Run 1, metal 2:
The bar under the picture is 20 µm long.
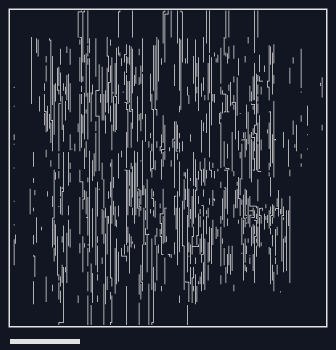
Run 1, supply network:
Pins as bars on the die edge. Tap cells in gray.
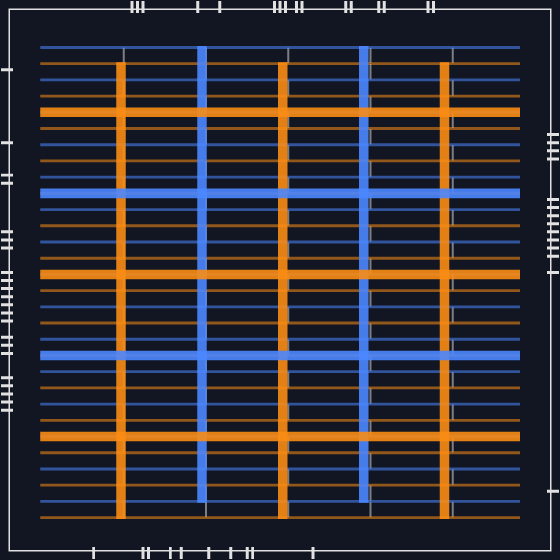
Run 1, placement view:
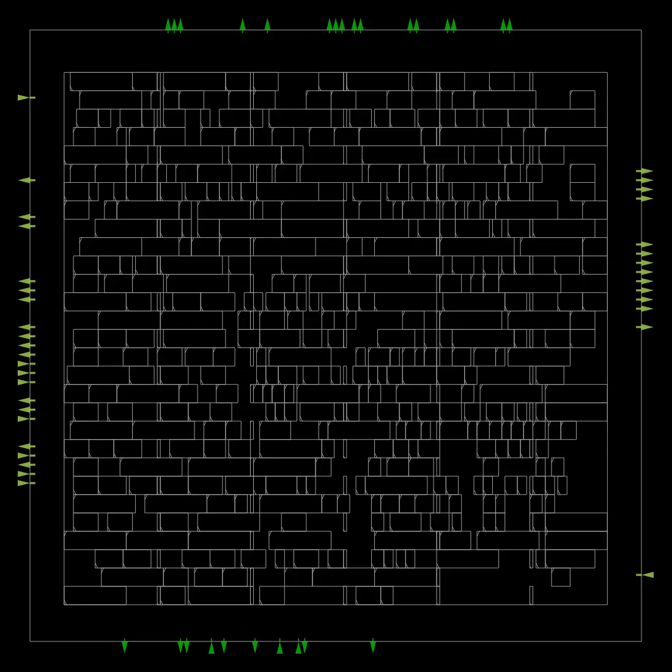
==> config.mk <==
export PLATFORM = sky130hd
export DESIGN_NAME = rgmii_rx_framer
export DESIGN_NICKNAME = d
export VERILOG_FILES = /design/src/rtl/rgmii_rx_framer.sv
export SDC_FILE = /design/constraint.sdc
export NUM_CORES = 1
export LEC_CHECK = 0
export CAP_MARGIN = 30
export CORE_MARGIN = 5
export CORE_UTILIZATION = 57
export DETAILED_ROUTE_END_ITERATION = 8
export GPL_TIMING_DRIVEN = 0
export PLACE_DENSITY_LB_ADDON = 0.08
export SKIP_LAST_GASP = 1
export SLEW_MARGIN = 20
export SYNTH_ARGS = -nofsm -noshare
export SYNTH_HDL_FRONTEND = slang
export SYNTH_SLANG_ARGS = --single-unit
==> constraint.sdc <==
create_clock -name rx_clk -period 5.1 [get_ports rx_clk]
set_clock_uncertainty 0.15 [all_clocks]
set_input_delay 1.53 -clock rx_clk [delete_from_list [all_inputs] [get_ports rx_clk]]
set_output_delay 1.53 -clock rx_clk [all_outputs]
set_load 0.01 [all_outputs]
==> src/rtl/rgmii_rx_framer.sv <==
// RGMII receive framer: strips preamble/SFD, emits payload bytes with sof/eof/err
// marks, enforces frame length limits and decodes in-band link status between frames.
module rgmii_rx_framer #(
  parameter int MAX_FRAME_LEN = 1522,
  parameter int MIN_FRAME_LEN = 64,
  parameter int MAX_PREAMBLE  = 7
) (
  input  logic        rx_clk,
  input  logic        reset_n,
  input  logic [3:0]  dout_a,
  input  logic [3:0]  dout_b,
  input  logic        rx_ctl_a,
  input  logic        rx_ctl_b,
  output logic [7:0]  rx_data,
  output logic        rx_valid,
  output logic        rx_sof,
  output logic        rx_eof,
  output logic        rx_err,
  output logic        link_up,
  output logic [1:0]  link_speed,
  output logic        link_duplex,
  output logic [15:0] frame_cnt,
  output logic [15:0] err_cnt,
  output logic [1:0]  state_dbg
);

  // rx_valid/rx_data: one-cycle pulse per payload byte, no ready; the consumer
  // must take every byte. rx_sof/rx_eof/rx_err are meaningful only with rx_valid.

  typedef enum logic [1:0] {
    S_IDLE = 2'd0,
    S_PRE  = 2'd1,
    S_DATA = 2'd2,
    S_DROP = 2'd3
  } state_t;

  localparam int          PRE_W   = $clog2(MAX_PREAMBLE + 1);
  localparam logic [PRE_W-1:0] PRE_MAX = PRE_W'(MAX_PREAMBLE);
  localparam logic [10:0] MAX_LEN = 11'(MAX_FRAME_LEN);
  localparam logic [10:0] MIN_LEN = 11'(MIN_FRAME_LEN);
  localparam logic [7:0]  PRE_BYTE = 8'h55;
  localparam logic [7:0]  SFD_BYTE = 8'hD5;

  state_t           state_q, state_d;
  logic [PRE_W-1:0] pre_cnt_q, pre_cnt_d;
  logic [7:0]       hold_q, hold_d;
  logic             hold_vld_q, hold_vld_d;
  logic             sof_pend_q, sof_pend_d;
  logic             sticky_q, sticky_d;
  logic [10:0]      len_q, len_d;
  logic             arm_q, arm_d;

  logic [7:0]  data_d;
  logic        valid_d, sof_d, eof_d, err_d;
  logic        up_d, duplex_d;
  logic [1:0]  speed_d;
  logic        cnt_good, cnt_bad;

  logic [7:0] byte_in;
  logic       dv, er;

  assign byte_in   = {dout_b, dout_a};
  assign dv        = rx_ctl_a;
  assign er        = rx_ctl_a ^ rx_ctl_b;
  assign state_dbg = state_q;

  always_comb begin
    state_d    = state_q;
    pre_cnt_d  = pre_cnt_q;
    hold_d     = hold_q;
    hold_vld_d = hold_vld_q;
    sof_pend_d = sof_pend_q;
    sticky_d   = sticky_q;
    len_d      = len_q;
    // After reset a frame already in flight is ignored until the line goes idle.
    arm_d      = arm_q | ~dv;
    data_d     = rx_data;
    valid_d    = 1'b0;
    sof_d      = 1'b0;
    eof_d      = 1'b0;
    err_d      = 1'b0;
    up_d       = link_up;
    speed_d    = link_speed;
    duplex_d   = link_duplex;
    cnt_good   = 1'b0;
    cnt_bad    = 1'b0;

    case (state_q)
      S_IDLE: begin
        if (dv && arm_q) begin
          if (byte_in == PRE_BYTE) begin
            state_d   = S_PRE;
            pre_cnt_d = PRE_W'(1);
          end else if (byte_in == SFD_BYTE) begin
            state_d    = S_DATA;
            hold_vld_d = 1'b0;
            sof_pend_d = 1'b1;
            sticky_d   = 1'b0;
            len_d      = '0;
          end else begin
            state_d = S_DROP;
            cnt_bad = 1'b1;
          end
        end else if (!dv && !er && (dout_a == dout_b)) begin
          up_d     = byte_in[0];
          speed_d  = byte_in[2:1];
          duplex_d = byte_in[3];
        end
      end

      S_PRE: begin
        if (!dv) begin
          state_d = S_IDLE;
          cnt_bad = 1'b1;
        end else if (byte_in == SFD_BYTE) begin
          state_d    = S_DATA;
          hold_vld_d = 1'b0;
          sof_pend_d = 1'b1;
          sticky_d   = 1'b0;
          len_d      = '0;
        end else if ((byte_in == PRE_BYTE) && (pre_cnt_q < PRE_MAX)) begin
          pre_cnt_d = pre_cnt_q + 1'b1;
        end else begin
          state_d = S_DROP;
          cnt_bad = 1'b1;
        end
      end

      S_DATA: begin
        if (!dv) begin
          state_d    = S_IDLE;
          hold_vld_d = 1'b0;
          if (hold_vld_q) begin
            data_d   = hold_q;
            valid_d  = 1'b1;
            sof_d    = sof_pend_q;
            eof_d    = 1'b1;
            err_d    = sticky_q | (len_q < MIN_LEN);
            cnt_good = ~err_d;
            cnt_bad  = err_d;
          end else begin
            cnt_bad = 1'b1;
          end
        end else if (len_q == MAX_LEN) begin
          // Byte MAX_FRAME_LEN+1: close the frame on the held byte and discard the rest.
          state_d    = S_DROP;
          hold_vld_d = 1'b0;
          data_d     = hold_q;
          valid_d    = 1'b1;
          sof_d      = sof_pend_q;
          eof_d      = 1'b1;
          err_d      = 1'b1;
          cnt_bad    = 1'b1;
        end else begin
          if (hold_vld_q) begin
            data_d     = hold_q;
            valid_d    = 1'b1;
            sof_d      = sof_pend_q;
            sof_pend_d = 1'b0;
          end
          hold_d     = byte_in;
          hold_vld_d = 1'b1;
          len_d      = len_q + 11'd1;
          if (er) sticky_d = 1'b1;
        end
      end

      S_DROP: begin
        if (!dv) state_d = S_IDLE;
      end

      default: state_d = S_IDLE;
    endcase
  end

  always_ff @(posedge rx_clk or negedge reset_n) begin
    if (!reset_n) begin
      state_q     <= S_IDLE;
      pre_cnt_q   <= '0;
      hold_q      <= '0;
      hold_vld_q  <= 1'b0;
      sof_pend_q  <= 1'b0;
      sticky_q    <= 1'b0;
      len_q       <= '0;
      arm_q       <= 1'b0;
      rx_data     <= '0;
      rx_valid    <= 1'b0;
      rx_sof      <= 1'b0;
      rx_eof      <= 1'b0;
      rx_err      <= 1'b0;
      link_up     <= 1'b0;
      link_speed  <= '0;
      link_duplex <= 1'b0;
      frame_cnt   <= '0;
      err_cnt     <= '0;
    end else begin
      state_q     <= state_d;
      pre_cnt_q   <= pre_cnt_d;
      hold_q      <= hold_d;
      hold_vld_q  <= hold_vld_d;
      sof_pend_q  <= sof_pend_d;
      sticky_q    <= sticky_d;
      len_q       <= len_d;
      arm_q       <= arm_d;
      rx_data     <= data_d;
      rx_valid    <= valid_d;
      rx_sof      <= sof_d;
      rx_eof      <= eof_d;
      rx_err      <= err_d;
      link_up     <= up_d;
      link_speed  <= speed_d;
      link_duplex <= duplex_d;
      if (cnt_good && (frame_cnt != 16'hFFFF)) frame_cnt <= frame_cnt + 16'd1;
      if (cnt_bad && (err_cnt != 16'hFFFF))   err_cnt   <= err_cnt + 16'd1;
    end
  end

endmodule
==> results.json, run 1 <==
{
  "status": "finished, final reports clean",
  "worstPathCellList": "clkdlybuf4s50_1, nor2b_1, o2111ai_1, a311oi_1, nand3_1, xnor2_1",
  "ys_seq_share": 0.514,
  "top_cell_area_share": 0.514,
  "min_delay_worst_endpoint": "err_cnt[8]$_DFFE_PN0P_",
  "dr_total_vias": 2838,
  "vdd.ir_drop.worst_mv": 0.286,
  "cell_with_the_most_instances_after_synthesis": "dfrtp_1",
  "clkTransAtPathRegs_ns": 0.09,
  "cts_resized": 0,
  "synth.avg_cell_area_um2": 10.9,
  "postSynthRegisterBits": 76,
  "maxClockFrequency_mhz": 262,
  "final_weighted_congestion_in_routability_driven_placement": 0.835,
  "timing.reg2reg.setup_slack_ns": 2.49,
  "grt_max_degree": 43,
  "drt_pass1_iterations": 4,
  "final_layout_size_suffix_gt1_frac": 0.145,
  "first_pass_grt_wire_length_um": 13700,
  "num_rows": 29,
  "met2WireLength_um": 3750,
  "buffer_ports.inserted": 61,
  "crit_start": "rx_ctl_a",
  "simple_share": 0.200,
  "worst_ep_arrival_time_ns": 3.90,
  "holdCritStartpoint": "err_cnt[8]$_DFFE_PN0P_",
  "hpwl_um": 5600,
  "yosys-dominant-comb-family": "simple AND/OR/NAND/NOR gates",
  "worstMarginPinSlew_ns": 0.987,
  "setup_violations": 0,
  "ctsHtreeMaxLevel": 3,
  "worstSetupEndpointType": "flip-flop",
  "io_pins": 62,
  "finalHoldViolCount": 0,
  "yosys.stat.chipArea_um2": 3700,
  "synth.cellmix.adderShare": 0.0203,
  "insertedDiodeCount": 0,
  "type_of_the_setup_path_with_the_least_slack": "input pin to flip-flop",
  "yosys_warnings": 0,
  "slowest_stage": "a311oi_1",
  "synth_compound_gate_area_share": 0.0956,
  "rr_endpoint": "frame_cnt[11]$_DFFE_PN0P_",
  "powerDensity_nw_per_um2": 352,
  "globalRoute.totalOverflow": 0,
  "slew_headroom": 0.338,
  "cts_max_path_buffers": 2,
  "ys_top_cells_by_area": "dfrtp_1 (51%), mux2_2 (6.4%), xor2_1 (4.3%)",
  "layout_top_cell": "dfrtp_1",
  "via_count_of_the_first_global_routing_pass": 2859,
  "synth-edff-count": 0,
  "finalNonFillerCells": 497,
  "final_design_area_no_fill_um2": 4640,
  "route.detailed.drc": 0,
  "wl_met3_um": 452,
  "post_synthesis_xor_xnor_area_fraction": 0.0804,
  "critical_path_required_ns": 5.18,
  "post_synth_most_frequent_cells": "dfrtp_1 (76), nand2_1 (38), mux2_2 (21), o21ai_0 (21), xor2_1 (18)",
  "total_number_of_nets_in_the_final_design": 433,
  "groute.usage.overall": 0.199,
  "cap_violations": 0,
  "hold_path_class": "flip-flop to flip-flop",
  "floorplan.initialDensity": 0.583,
  "tritoncts.num_buffers": 9,
  "detailedRoute.firstIterationViolations": 157,
  "synth.largest_area_cell": "dfrtp_1",
  "routed_wire_length_um": 7900,
  "critical_path.max_fanout": 8,
  "clkLatencyLatePin_ns": 0.34,
  "most-common-layout-cells": "dfrtp_1 (76), clkdlybuf4s50_1 (60), nand2_1 (38), o21ai_0 (21), mux2_2 (21)",
  "log.warning_count": 27,
  "fin_worst_hold_slack_ns": 0.340,
  "number_of_instances_in_the_synthesized_netlist": 341,
  "antenna_found_initial": 0,
  "post_cts_buffers": 0,
  "postSynth.asyncResetShare": 1.00,
  "maxUsedRoutingLayer": "met4",
  "flow.area_growth_from_synthesis_pct": 25.4,
  "dpl-instance-area_um2": 4430,
  "drt-vias-per-instance": 5.71,
  "finalClockPeriodUsage": 0.748,
  "postSynthNetCount": 359,
  "critical_path.max_stage_delay_ns": 0.83,
  "critical_path.startpoint_type": "input pin",
  "die.size.y_um": 90.6,
  "timing.critical_path.to": "frame_cnt[11]$_DFFE_PN0P_",
  "synth-main-ff-cell": "dfrtp_1",
  "cts_hold_buffers": 0,
  "final.min_clock_period_ns": 3.81,
  "finalMaxSlewViolations": 0,
  "post_place_setup_slack_ns": 0.755,
  "cts_root_buffer": "clkbuf_8",
  "post_synth_mux_area_share": 0.0639,
  "chip_area_um2": 8210,
  "tritoncts": "yes",
  "synth.distinct_cells": 47,
  "rr_startpoint": "state_dbg[0]$_DFFE_PN0P_",
  "wl_per_cell_um": 15.9,
  "static-leakage-power_uw": 0.00197,
  "die_x_um": 90.6,
  "antenna_left": 0,
  "drt-met1-wl_um": 3630,
  "rr_worst_depth": 6,
  "min_delay_path_depth": 1,
  "yosysCellCount": 341,
  "synth_area_um2": 3700,
  "numClockSinks": 76,
  "postLayoutSetupSlackWorst_ns": 1.29,
  "placed_cells": 480,
  "rsz0062_at_grt": "false"
}
Notes on 'metal 2' above:
main direction	vertical
longest straight run	28.9 µm
wire length on this layer	3,750 µm
nets with wire on the layer	380

Notes on 'supply network' above:
color	net
orange	VSS
blue	VDD
met1 rails	30
signal pins	62
rows	29

Notes on 'placement view' above:
post-layout util: 0.731
area of the placeable core: 6350 µm²
number of fillers in the final layout: 446
Seq cells: 76
number of well-tap cells placed: 77

## run 1: sequential cells by signal, summed over array words and instances, names as in the netlist
signal,count
hold_q,8
pre_cnt_q,3
rx_sof,1
sticky_q,1
state_dbg,2
link_speed,2
link_duplex,1
frame_cnt,16
rx_valid,1
len_q,11
rx_eof,1
arm_q,1
sof_pend_q,1
link_up,1
rx_err,1
hold_vld_q,1
err_cnt,16
rx_data,8
## run 1: final cells by class
| cell class | instances | area, µm² |
|---|---|---|
| Tap cell | 77 | 96.3 |
| Inverter | 9 | 33.8 |
| Buffer | 12 | 63.8 |
| Timing Repair Buffer | 63 | 633 |
| Clock inverter | 5 | 58.8 |
| Sequential cell | 76 | 1900 |
| Fill cell | 446 | 1710 |
| Multi-Input combinational cell | 244 | 1700 |
| Clock buffer | 11 | 151 |
## run 1: where the power goes
part           leakage, µW  switching [µW]  internal (µW)
Clock             0.000102             226            254
Combinational     0.000892             159            205
Sequential        0.000979            90.9            699
Total              0.00197             475           1160
## run 1: stage by stage
step / TNS (ns) / power [µW]
2_1_floorplan: 0 / 962
3_3_place_gp: -18.01 / 1150
3_5_place_dp: 0 / 1170
4_1_cts: 0 / 1640
5_1_grt: 0 / 1730
6_report: 0 / 1630
## run 1: metal layers
layer | vias to the layer above | GRT usage
met5 | - | 0
met4 | 0 | 0.0707
met3 | 6 | 0.0483
met2 | 68 | 0.308
met1 | 1393 | 0.273
li1 | 1371 | -
## run 1: worst max-delay path, delay by kind of cell
family                 cells  cell delay, ns
AND-OR/OR-AND              2            1.10
XOR/XNOR                   1            0.18
buffers and inverters      1            0.56
AND/OR/NAND/NOR            2            0.51
==> inputs of run 2 (changes only) <==
--- a/config.mk
+++ b/config.mk
@@ -7,7 +7,7 @@
 export LEC_CHECK = 0
 export CAP_MARGIN = 30
 export CORE_MARGIN = 5
-export CORE_UTILIZATION = 57
+export CORE_UTILIZATION = 53
 export DETAILED_ROUTE_END_ITERATION = 8
 export GPL_TIMING_DRIVEN = 0
 export PLACE_DENSITY_LB_ADDON = 0.08
==> constraint.sdc (replaced) <==
create_clock -name rx_clk -period 3.65 [get_ports rx_clk]
set_clock_uncertainty 0.15 [all_clocks]
set_input_delay 1.095 -clock rx_clk [delete_from_list [all_inputs] [get_ports rx_clk]]
set_output_delay 1.095 -clock rx_clk [all_outputs]
set_load 0.01 [all_outputs]
Run 2, clock distribution:
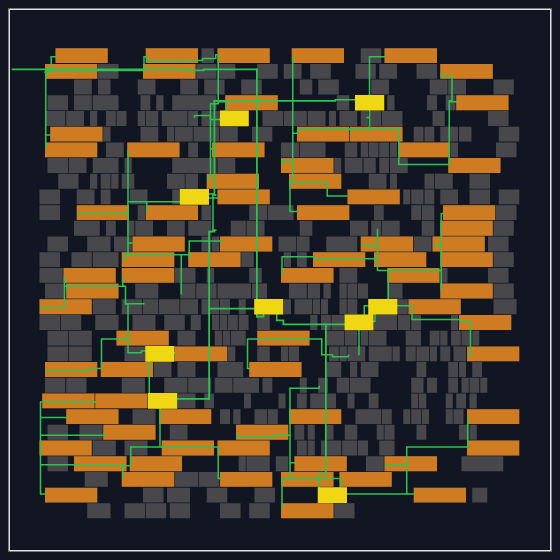
[yellow] clock-net drivers | count: 9
[green] clock wires | length: 916 µm
[orange] flip-flops | count: 76
flops lie	widely spread

==> results.json, run 2 <==
{
  "status": "finished, final reports clean",
  "antenna_found_initial": 0,
  "slowest_stage": "clkdlybuf4s50_1",
  "fin_tns_setup_ns": 0,
  "antenna_left": 0,
  "floorplan.initialDensity": 0.545,
  "maxClockFrequency_mhz": 297,
  "critical_path.max_fanout": 10,
  "slew_headroom": 0.430,
  "final_weighted_congestion_in_routability_driven_placement": 0.841,
  "swShare": 0.302,
  "numClockSinks": 76,
  "final_design_area_no_fill_um2": 4620,
  "static-leakage-power_uw": 0.00195,
  "finalHoldViolCount": 0,
  "most-common-layout-cells": "dfrtp_1 (76), clkdlybuf4s50_1 (60), nand2_1 (38), o21ai_0 (21), mux2_2 (21)",
  "finalMaxSlewViolations": 0,
  "power_drawn_by_the_sequential_cells_uw": 1100,
  "cts_resized": 0,
  "tritoncts.num_buffers": 9,
  "power.combinational.fraction": 0.233,
  "final_layout_size_suffix_gt1_frac": 0.143,
  "ys_top_cells_by_area": "dfrtp_1 (51%), mux2_2 (6.4%), xor2_1 (4.3%)",
  "yosys_warnings": 0,
  "cell_with_the_most_instances_after_synthesis": "dfrtp_1",
  "critical_path_depth": 7,
  "p_sw_uw": 651,
  "dpl-instance-area_um2": 4450,
  "vdd.ir_drop.worst_mv": 0.363,
  "biggestRegsByFlops": "err_cnt x16, frame_cnt x16, len_q x11",
  "buffer_and_inverter_count_on_the_worst_path": 2,
  "rr_worst_depth": 7,
  "fillers": 561,
  "io_pins": 62,
  "postSynthRegisterBits": 76,
  "finalCoreUtilization": 0.680,
  "yosysCellCount": 341,
  "groute.usage.overall": 0.194,
  "clockNetworkPower_uw": 551,
  "sequentialPowerShare": 0.512,
  "num_rows": 30,
  "cts_hold_buffers": 0,
  "flow.area_growth_from_synthesis_pct": 24.8,
  "core_area_um2": 6790,
  "crit_start": "dout_a[0]",
  "detailedRoute.firstIterationViolations": 123,
  "route.detailed.drc": 0,
  "worstSetupEndpointType": "flip-flop",
  "dr_total_vias": 2839,
  "finalClockPeriodUsage": 0.921,
  "powerDensity_nw_per_um2": 467,
  "ctsHtreeMaxLevel": 3,
  "rsz0062_at_grt": "false",
  "crit_family": "simple AND/OR/NAND/NOR gates",
  "yosys.stat.chipArea_um2": 3700,
  "synth.distinct_cells": 47,
  "cts_root_buffer": "clkbuf_8",
  "synth-edff-count": 0,
  "layout_top_cell": "dfrtp_1",
  "final.min_clock_period_ns": 3.36,
  "power.internal_uw": 1510,
  "cts_max_path_buffers": 2,
  "critical_path.startpoint_type": "input pin",
  "clkTransAtPathRegs_ns": 0.08,
  "rr_startpoint": "len_q[0]$_DFFE_PN0P_",
  "type_of_the_setup_path_with_the_least_slack": "input pin to flip-flop",
  "die.size.y_um": 93.6,
  "group_drawing_the_most_power": "sequential cells",
  "drt_pass1_iterations": 4,
  "wl_per_cell_um": 15.0,
  "buffer_ports.inserted": 61,
  "die_x_um": 93.6,
  "placed_cells": 499,
  "first_pass_grt_wire_length_um": 13300,
  "setup_violations": 0,
  "critical_path.max_stage_delay_ns": 0.55,
  "fin_worst_hold_slack_ns": 0.338,
  "top_cell_area_share": 0.514,
  "post_synth_most_frequent_cells": "dfrtp_1 (76), nand2_1 (38), mux2_2 (21), o21ai_0 (21), xor2_1 (18)",
  "tritoncts": "yes",
  "insertedDiodeCount": 0,
  "postLayoutSetupSlackWorst_ns": 0.288,
  "ys_seq_share": 0.514,
  "drt-vias-per-instance": 5.50,
  "number_of_instances_in_the_synthesized_netlist": 341,
  "power_frac_clock": 0.255,
  "synth.avg_cell_area_um2": 10.9,
  "worst_ep_arrival_time_ns": 3.43,
  "worstMarginPinSlew_ns": 0.850,
  "timing.critical_path.to": "len_q[9]$_DFFE_PN0P_",
  "comb-power_uw": 503,
  "hpwl_um": 5620,
  "finalNonFillerCells": 516,
  "synth_area_um2": 3700,
  "post_cts_buffers": 0,
  "log.warning_count": 27,
  "grt_max_degree": 40,
  "synth-main-ff-cell": "dfrtp_1",
  "cap_violations": 0,
  "total_power_uw": 2160,
  "timing.reg2reg.setup_slack_ns": 1.05,
  "synth.largest_area_cell": "dfrtp_1",
  "critical_path_required_ns": 3.72,
  "rr_endpoint": "hold_q[0]$_DFFE_PN0P_",
  "hold_path_class": "flip-flop to flip-flop",
  "chip_area_um2": 8760,
  "routed_wire_length_um": 7730,
  "postSynth.asyncResetShare": 1.00
}
## run 2: kinds of logic after synthesis
family	after synthesis	share of synthesized area
AND/OR/NAND/NOR	130	0.200
flip-flops	76	0.514
AND-OR/OR-AND	53	0.0956
XOR/XNOR	34	0.0804
buffers and inverters	21	0.0264
multiplexers	21	0.0639
adder cells (fa/ha/maj)	6	0.0203
## run 2: how the worst min path moves through the flow
stage | startpoint | to | slack [ns] | cells past startpoint
floorplan | hold_q[7]$_DFFE_PN0P_ | hold_q[7]$_DFFE_PN0P_ | 0.29 | 2
global placement | hold_q[7]$_DFFE_PN0P_ | hold_q[7]$_DFFE_PN0P_ | 0.32 | 2
detailed placement | sof_pend_q$_DFFE_PN0P_ | rx_sof$_DFF_PN0_ | 0.32 | 1
CTS | sof_pend_q$_DFFE_PN0P_ | rx_sof$_DFF_PN0_ | 0.35 | 1
global route | err_cnt[12]$_DFFE_PN0P_ | err_cnt[12]$_DFFE_PN0P_ | 0.37 | 1
finish | frame_cnt[5]$_DFFE_PN0P_ | frame_cnt[5]$_DFFE_PN0P_ | 0.34 | 1
## run 2: area by class of cell
| cell class | instances | area [µm²] | area share |
|---|---|---|---|
| Buffer | 12 | 63.8 | 0.0138 |
| Clock buffer | 10 | 128 | 0.0276 |
| Tap cell | 96 | 120 | 0.0260 |
| Multi-Input combinational cell | 244 | 1700 | 0.369 |
| Clock inverter | 6 | 38.8 | 0.00839 |
| Sequential cell | 76 | 1900 | 0.411 |
| Inverter | 9 | 33.8 | 0.00731 |
| Timing Repair Buffer | 63 | 633 | 0.137 |
## run 2: layer usage
layer | track usage | routed length, µm | vias to the layer above
li1 | - | - | 1377
met1 | 0.260 | 3630 | 1389
met2 | 0.296 | 3560 | 64
met3 | 0.0579 | 421 | 9
met4 | 0.0734 | 115 | 0
met5 | 0 | 0 | -
Power and IR drop assume default switching activity.
